$ cat config.mk
export PLATFORM = sky130hd
export DESIGN_NAME = pixel_write_arbiter
export DESIGN_NICKNAME = d
export VERILOG_FILES = /design/src/rtl/graphics_pkg.sv /design/src/rtl/pixel_fifo.sv /design/src/rtl/pixel_write_arbiter.sv
export SDC_FILE = /design/constraint.sdc
export NUM_CORES = 1
export LEC_CHECK = 0
export CORE_ASPECT_RATIO = 1.2
export CORE_MARGIN = 5
export CORE_UTILIZATION = 55
export DETAILED_ROUTE_END_ITERATION = 7
export GPL_TIMING_DRIVEN = 0
export PLACE_DENSITY = 0.82
export SYNTH_ARGS = -nofsm -noshare
export SYNTH_HDL_FRONTEND = slang
export SYNTH_SLANG_ARGS = --single-unit
export TNS_END_PERCENT = 100
$ cat constraint.sdc
create_clock -name clock_in -period 6.1 [get_ports clock_in]
set_input_delay 0.61 -clock clock_in [delete_from_list [all_inputs] [get_ports clock_in]]
set_output_delay 0.61 -clock clock_in [all_outputs]
set_load 0.02 [all_outputs]
$ cat src/rtl/graphics_pkg.sv
// Shared constants and types for the display-buffer write path.
package graphics_pkg;

  localparam int PIXEL_ADDR_WIDTH = 18;
  localparam int PIXEL_DATA_WIDTH = 4;

  localparam int SPRITE  = 0;
  localparam int VECTOR  = 1;
  localparam int POLYGON = 2;

  typedef enum logic [1:0] {
    RUN    = 2'd0,
    DRAIN  = 2'd1,
    SWITCH = 2'd2
  } switch_state_t;

endpackage

$ cat src/rtl/pixel_fifo.sv
// Small synchronous FIFO holding queued pixel writes for one drawing engine.
module pixel_fifo #(
  parameter int WIDTH = 22,
  parameter int DEPTH = 4,
  localparam int PTR_W = $clog2(DEPTH),
  localparam int CNT_W = $clog2(DEPTH) + 1
) (
  input  logic             i_clk,
  input  logic             i_rst_n,
  input  logic             i_push,
  input  logic             i_pop,
  input  logic [WIDTH-1:0] i_data,
  output logic [WIDTH-1:0] o_data,
  output logic [CNT_W-1:0] o_count,
  output logic             o_full,
  output logic             o_empty
);

  logic [WIDTH-1:0] r_mem [DEPTH];
  logic [PTR_W-1:0] r_wr_ptr;
  logic [PTR_W-1:0] r_rd_ptr;
  logic [CNT_W-1:0] r_count;
  logic             w_push;
  logic             w_pop;

  assign o_full  = (r_count == CNT_W'(DEPTH));
  assign o_empty = (r_count == '0);
  assign o_count = r_count;
  assign o_data  = r_mem[r_rd_ptr];

  // Full is judged on the registered count, so a same-cycle pop never frees a slot early.
  assign w_push = i_push && !o_full;
  assign w_pop  = i_pop && !o_empty;

  always_ff @(posedge i_clk or negedge i_rst_n) begin
    if (!i_rst_n) begin
      r_wr_ptr <= '0;
      r_rd_ptr <= '0;
      r_count  <= '0;
    end else begin
      if (w_push) r_wr_ptr <= r_wr_ptr + 1'b1;
      if (w_pop)  r_rd_ptr <= r_rd_ptr + 1'b1;
      case ({w_push, w_pop})
        2'b10:   r_count <= r_count + 1'b1;
        2'b01:   r_count <= r_count - 1'b1;
        default: r_count <= r_count;
      endcase
    end
  end

  always_ff @(posedge i_clk) begin
    if (w_push) r_mem[r_wr_ptr] <= i_data;
  end

endmodule

$ cat src/rtl/pixel_write_arbiter.sv
// Round-robin arbiter sharing the display-buffer write port between drawing
// engines, plus the show-request sequencer that switches buffers once drained.
//
//   state  | meaning
//   RUN    | normal drawing, no switch outstanding
//   DRAIN  | switch requested; waiting for engines idle, FIFOs empty, no write in flight
//   SWITCH | one-cycle buffer switch pulse to the display buffers
import graphics_pkg::*;

module pixel_write_arbiter #(
  parameter int REQUESTERS = 3,
  parameter int ADDR_WIDTH = PIXEL_ADDR_WIDTH,
  parameter int DATA_WIDTH = PIXEL_DATA_WIDTH,
  parameter int FIFO_DEPTH = 4
) (
  input  logic                             clock_in,
  input  logic                             reset_n_in,
  input  logic [REQUESTERS-1:0]            req_valid_in,
  output logic [REQUESTERS-1:0]            req_ready_out,
  input  logic [REQUESTERS*ADDR_WIDTH-1:0] req_address_in,
  input  logic [REQUESTERS*DATA_WIDTH-1:0] req_data_in,
  input  logic [REQUESTERS-1:0]            engine_busy_in,
  input  logic                             switch_request_in,
  output logic                             switch_pending_out,
  output logic                             switch_write_buffer_out,
  output logic                             pixel_write_enable_out,
  output logic [ADDR_WIDTH-1:0]            pixel_write_address_out,
  output logic [DATA_WIDTH-1:0]            pixel_write_data_out,
  output logic [REQUESTERS-1:0]            grant_out
);

  localparam int PTR_W   = (REQUESTERS > 1) ? $clog2(REQUESTERS) : 1;
  localparam int CNT_W   = $clog2(FIFO_DEPTH) + 1;
  localparam int ENTRY_W = ADDR_WIDTH + DATA_WIDTH;

  logic [ENTRY_W-1:0]    w_head  [REQUESTERS];
  logic [CNT_W-1:0]      w_count [REQUESTERS];
  logic [REQUESTERS-1:0] w_full;
  logic [REQUESTERS-1:0] w_empty;
  logic [REQUESTERS-1:0] w_pop;
  logic                  w_pop_valid;
  logic [PTR_W-1:0]      w_pop_idx;
  logic [PTR_W-1:0]      w_rr_next;
  logic                  w_any_queued;
  logic                  w_drained;

  logic [PTR_W-1:0]      r_rr_ptr;
  logic                  r_write_en;
  logic [ADDR_WIDTH-1:0] r_write_addr;
  logic [DATA_WIDTH-1:0] r_write_data;
  logic [REQUESTERS-1:0] r_grant;
  switch_state_t         r_state;
  logic                  r_pending;
  logic                  r_switch;

  for (genvar g = 0; g < REQUESTERS; g++) begin : g_fifo
    pixel_fifo #(
      .WIDTH (ENTRY_W),
      .DEPTH (FIFO_DEPTH)
    ) u_fifo (
      .i_clk   (clock_in),
      .i_rst_n (reset_n_in),
      .i_push  (req_valid_in[g] && req_ready_out[g]),
      .i_pop   (w_pop[g]),
      .i_data  ({req_address_in[g*ADDR_WIDTH +: ADDR_WIDTH],
                 req_data_in[g*DATA_WIDTH +: DATA_WIDTH]}),
      .o_data  (w_head[g]),
      .o_count (w_count[g]),
      .o_full  (w_full[g]),
      .o_empty (w_empty[g])
    );

    assign req_ready_out[g] = !w_full[g];
    assign w_pop[g]         = w_pop_valid && (w_pop_idx == PTR_W'(g));
  end

  // First non-empty FIFO at or after rr_ptr, wrapping once around the ring.
  always_comb begin
    int w_cand;
    w_pop_valid = 1'b0;
    w_pop_idx   = '0;
    w_cand      = 0;
    for (int k = 0; k < REQUESTERS; k++) begin
      w_cand = int'(r_rr_ptr) + k;
      if (w_cand >= REQUESTERS) w_cand = w_cand - REQUESTERS;
      if (!w_pop_valid && !w_empty[w_cand]) begin
        w_pop_valid = 1'b1;
        w_pop_idx   = PTR_W'(w_cand);
      end
    end
  end

  assign w_rr_next = (w_pop_idx == PTR_W'(REQUESTERS - 1)) ? '0 : w_pop_idx + 1'b1;

  always_comb begin
    w_any_queued = 1'b0;
    for (int i = 0; i < REQUESTERS; i++) begin
      if (w_count[i] != '0) w_any_queued = 1'b1;
    end
  end

  assign w_drained = !(|engine_busy_in) && !w_any_queued && !r_write_en;

  always_ff @(posedge clock_in or negedge reset_n_in) begin
    if (!reset_n_in) begin
      r_rr_ptr     <= '0;
      r_write_en   <= 1'b0;
      r_write_addr <= '0;
      r_write_data <= '0;
      r_grant      <= '0;
    end else if (w_pop_valid) begin
      r_rr_ptr                     <= w_rr_next;
      r_write_en                   <= 1'b1;
      {r_write_addr, r_write_data} <= w_head[w_pop_idx];
      r_grant                      <= w_pop;
    end else begin
      r_write_en <= 1'b0;
      r_grant    <= '0;
    end
  end

  always_ff @(posedge clock_in or negedge reset_n_in) begin
    if (!reset_n_in) begin
      r_state   <= RUN;
      r_pending <= 1'b0;
      r_switch  <= 1'b0;
    end else begin
      case (r_state)
        RUN: begin
          r_switch <= 1'b0;
          if (switch_request_in) begin
            r_state   <= DRAIN;
            r_pending <= 1'b1;
          end
        end
        DRAIN: begin
          if (w_drained) begin
            r_state  <= SWITCH;
            r_switch <= 1'b1;
          end
        end
        SWITCH: begin
          r_switch <= 1'b0;
          // A request landing on the switch cycle starts a fresh drain rather than being lost.
          if (switch_request_in) begin
            r_state <= DRAIN;
          end else begin
            r_state   <= RUN;
            r_pending <= 1'b0;
          end
        end
        default: begin
          r_state   <= RUN;
          r_pending <= 1'b0;
          r_switch  <= 1'b0;
        end
      endcase
    end
  end

  assign pixel_write_enable_out  = r_write_en;
  assign pixel_write_address_out = r_write_addr;
  assign pixel_write_data_out    = r_write_data;
  assign grant_out               = r_grant;
  assign switch_pending_out      = r_pending;
  assign switch_write_buffer_out = r_switch;

endmodule

run_1/clock_wires.png
The bar under the picture is 50 um long.
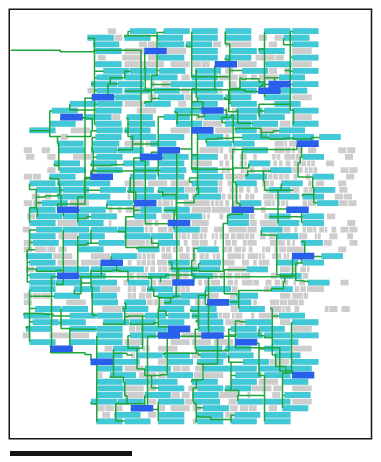
[green] clock wires | length: 3180 um
[blue] clock-net drivers | count: 30
[cyan] flip-flops | count: 317
routed clock nets: 31

run_1/pinout.png
Pins as bars across the die edge, other pins in grey.
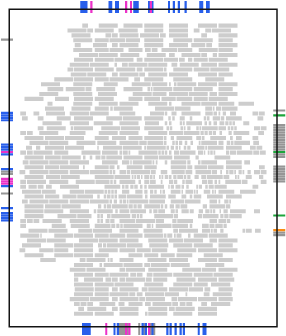
[blue] req_address_in | pins: 54 | direction: input | edge: 21 north, 18 south, 15 west
[green] grant_out | pins: 3 | direction: output | edge: east
[magenta] req_data_in | pins: 12 | direction: input | edge: 4 south, 4 west, 4 north
[orange] reset_n_in | pins: 1 | direction: input | edge: east
I/O Buffers: 105
floorplan die width: 148.3 um
die outline height: 176.0 um

run_1/ff_map.png
Other sequential cells in the stronger grey, the rest of the logic in the fainter grey.
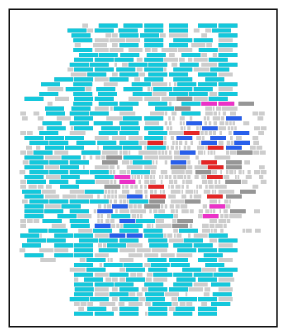
[magenta] g_fifo.u_fifo.r_wr_ptr | sequential cells: 6
[cyan] g_fifo.u_fifo.r_mem | sequential cells: 264
[red] g_fifo.u_fifo.o_count | sequential cells: 9 | where: east
[blue] pixel_write_address_out | sequential cells: 18
Seq area share: 0.6156
Core Util, Final: 0.6674
power drawn by the sequential cells: 3.17 mW
Sequential cell area: 9254 um^2

run_1/clock_nets.png
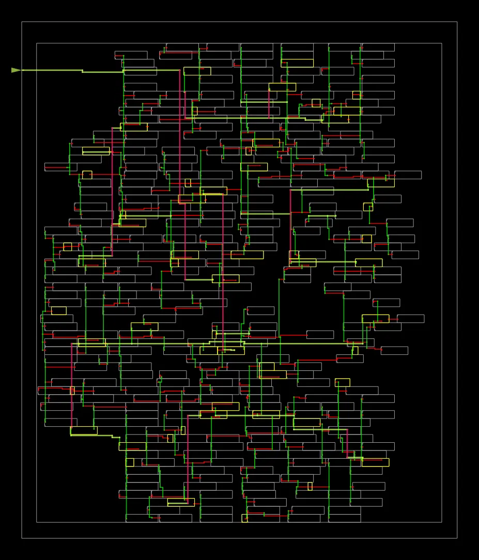
number of buffers created by CTS: 30
Layout clock buffers: 36

==> summary.txt, run 1 <==
Results of an implementation run.

Per the layout area report, the combinational gate area comes to 3072 um^2. The xor/xnor share of the synthesized area is 0.01249. The via count of the first global-routing pass was 7215. Among the non-sequential cells, multiplexers take the most area. VDD sags by at most 302.7 uV. The clock root buffer is sky130_fd_sc_hd__clkbuf_16. The proportion of final cell area spent on non-clock buffers is 0.08440. The worst hold-check path type is primary input to asynchronous set/reset pin. The stat command in Yosys gives a chip area of 12630 um^2. In this run the number of cells on the critical path is 12. The worst path needs ~3200 ps of the cycle, external delays included. The detailed router reports a met2 wire length of 14580 um. The cell family contributing the most delay on the critical path is adder cells.

The launch point of the critical path is r_rr_ptr[0]. The share of async-settable or async-resettable flops after synthesis is 0.1672. The growth of design area from synthesis to finish is 19.06%. The share of the final layout cell area in multi-input gates is 0.2043. The detailed-routed wire length on met3 is roughly 1700 um. Per the final report, max-transition violations number 0.

The count of clock tree sinks is 317. The layout has 144 buffers outside the clock class. Looking at area per cell type in the netlist, the leader is sky130_fd_sc_hd__edfxtp_1.

The kind of critical path is flop to flop. The switching power total is around 2.6 mW. The power attributed to the clock group is 1.83 mW. The data required time at the worst endpoint is 6570 ps.

The timing report gives the worst reg2reg path a setup slack of 2920 ps. The routed wire length is ~27000 um. Looking at the reg2reg group, the worst path ends at g_fifo[2].u_fifo.o_count[2].

The pre-CTS worst setup slack is 3043 ps. The number of buffers inserted to repair setup after CTS is 0. Sequential cells placed in the final layout were counted as 317. The script logs the ratio of routed vias to standard cells as 6.086. The source of the worst register-to-register timing path is r_rr_ptr[0]. The most common cell after layout, fill and taps aside is sky130_fd_sc_hd__edfxtp_1. Setup repair after global routing left no endpoint under its margin. Counting stages on the worst path, the most repeated cell is sky130_fd_sc_hd__inv_1.

The portion of total power attributed to combinational logic is 0.355. Of the total synthesized cell area, the portion taken by AND-OR and OR-AND cells is 0.03250. Overall power consumption after layout is estimated at 7.749 mW. The remaining max-slew budget at the tightest pin is 0.1971. The cell total after placement is 1049. After floorplanning, the core was sized to cover between 20000 and 25000 um^2. For this block, wires on met1 add up to between 9000 and 10000 um. Per the summary, power density relative to cell area is just over 500 nW/um^2. The clock latency at the later pin of the worst-skew pair is approximately 560 ps. Summing every instance area after synthesis gives ~13000 um^2.

The flow ran to the end, and the final reports show no timing, DRC or antenna violations. The power report attributes to the clock group a share of 0.236. The share of synthesized cell area in full adder, half adder and majority cells is 0.02319.

The busiest metal layer after global routing is met2. For reference, the top cells by area after synthesis are sky130_fd_sc_hd__edfxtp_1 63%, sky130_fd_sc_hd__mux4_2 12%, sky130_fd_sc_hd__dfrtp_1 11%. The total negative setup slack is 0 ps. The buffering stage count on the worst path with inverters included is 4. The clock transition at the registers of the reported paths is 70 ps.

Tap insertion was completed with about 280 tapcells. The average cell area after synthesis is between 15 and 20 um^2. Of the total power, the share spent switching nets is 0.3359. The maximum level of the CTS H-tree is 1. The leakage dissipation is 5.184 nW. The global routing usage summed across all routing layers is 0.2085.
==> run 1 -> run 2 <==
==> constraint.sdc (replaced) <==
create_clock -name clock_in -period 3 [get_ports clock_in]
set_input_delay 0.3 -clock clock_in [delete_from_list [all_inputs] [get_ports clock_in]]
set_output_delay 0.3 -clock clock_in [all_outputs]
set_load 0.02 [all_outputs]
==> run 2 against run 1 <==
Area after synthesis did not move; die size did not move; largest cell class unchanged; clock power rose by 100%; power rose by 110%; cell area rose by 0.71%; critical path type unchanged; critical path depth fell by 1; synthesized cell count did not move; non-clock buffer count rose by 10.
==> summary.txt, run 2 <==
Results of an implementation run.

The cell total after placement was 1049 (unchanged). The average cell area after synthesis is 19.01 um^2 (unchanged). Per the GRT log, the top usage layer is met2. The power in sequential cells is 6.44 mW (+100%). The core region area was 22520 um^2 (unchanged). sky130_fd_sc_hd__edfxtp_1 takes more of the synthesized area than any other cell. The footprint of the multi-input gates is 3098 um^2 (+0.86%).

The horizontal die dimension is 148.3 um (unchanged). By area the synthesized netlist is led by sky130_fd_sc_hd__edfxtp_1 63%, sky130_fd_sc_hd__mux4_2 12%, sky130_fd_sc_hd__dfrtp_1 11%. The total negative setup slack was 0 ps (unchanged).

The fraction of power consumed by the clock network came to 0.233 (-0.003). The final critical delay including setup and external delays was 2828 ps (-349.0 ps). The critical path depth came to 11 (-1). The post-synth area from yosys stat was 12630 um^2 (unchanged). The routed wire length is 27100 um (+0.93%). The tap cell instance count is 279 (unchanged). The switching power total is 5.361 mW (+110%). The maximum level of the CTS H-tree came to 1 (unchanged). The launch point of the critical path is r_rr_ptr[0]. The clock latency at the later pin of the worst-skew pair is 560 ps (about the same).

The count of clock tree sinks is 317 (unchanged). The leakage dissipation came to 5.243 nW (+1.1%). The cell area after synthesis is 12630 um^2 (unchanged). The via density per instance was 6.111 (+0.41%). The share of synthesized cell area in full adder, half adder and majority cells came to 0.02319 (unchanged). The global routing usage summed across all routing layers came to 0.2092 (+0.0006205). The share of the final layout cell area in multi-input gates is 0.2046 (+0.0002991). The cell family contributing the most delay on the critical path is adder cells. The data required time at the worst endpoint was 3470 ps (-3100 ps).

The run finished with clean final reports. Setup repair after global routing left no endpoint under its margin. The worst hold-check path type is primary input to asynchronous set/reset pin. The share of async-settable or async-resettable flops after synthesis is 0.1672 (unchanged). The final core utilization is 0.6722 (+0.004723). The final-report max-slew violation count was 0 (unchanged). The register area is 9254 um^2 (unchanged).

The proportion of final cell area spent on non-clock buffers came to 0.08910 (+0.004697). The clock root buffer is sky130_fd_sc_hd__clkbuf_16. The height of the die is 176.0 um (unchanged). The via count of the first global-routing pass came to 7212 (-0.042%). The portion of total power attributed to combinational logic is 0.362 (+0.007).

The buffering stage count on the worst path with inverters included is 2 (-2). The share of cell area taken by flip-flops and latches is 0.6113 (-0.004327).
run_2/layers.png
The bar under the picture is 50 um long.
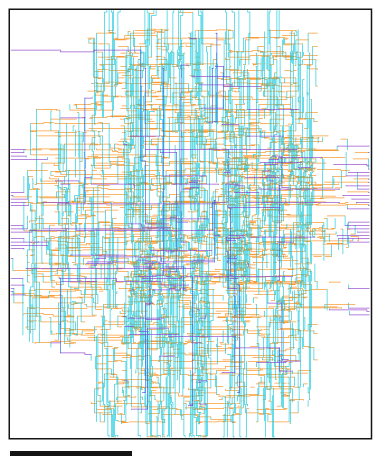
[orange] M1 | wire length: 9620 um
[cyan] M2 | wire length: 14800 um
[purple] M3 | wire length: 1820 um
[blue] M4 | wire length: 893 um

run_2/clock_wires.png
The bar under the picture is 50 um long.
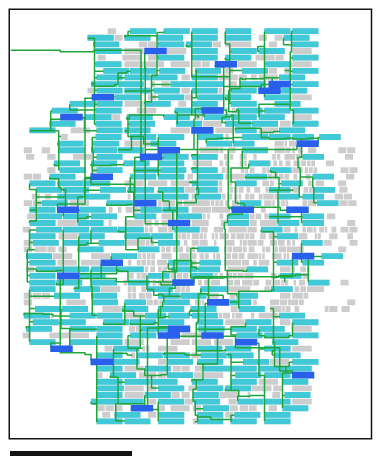
worst clock skew: 24.21 ps
power in the clock group: 3.72 mW

No activity file was given, so power comes from the tool's default toggle rates.
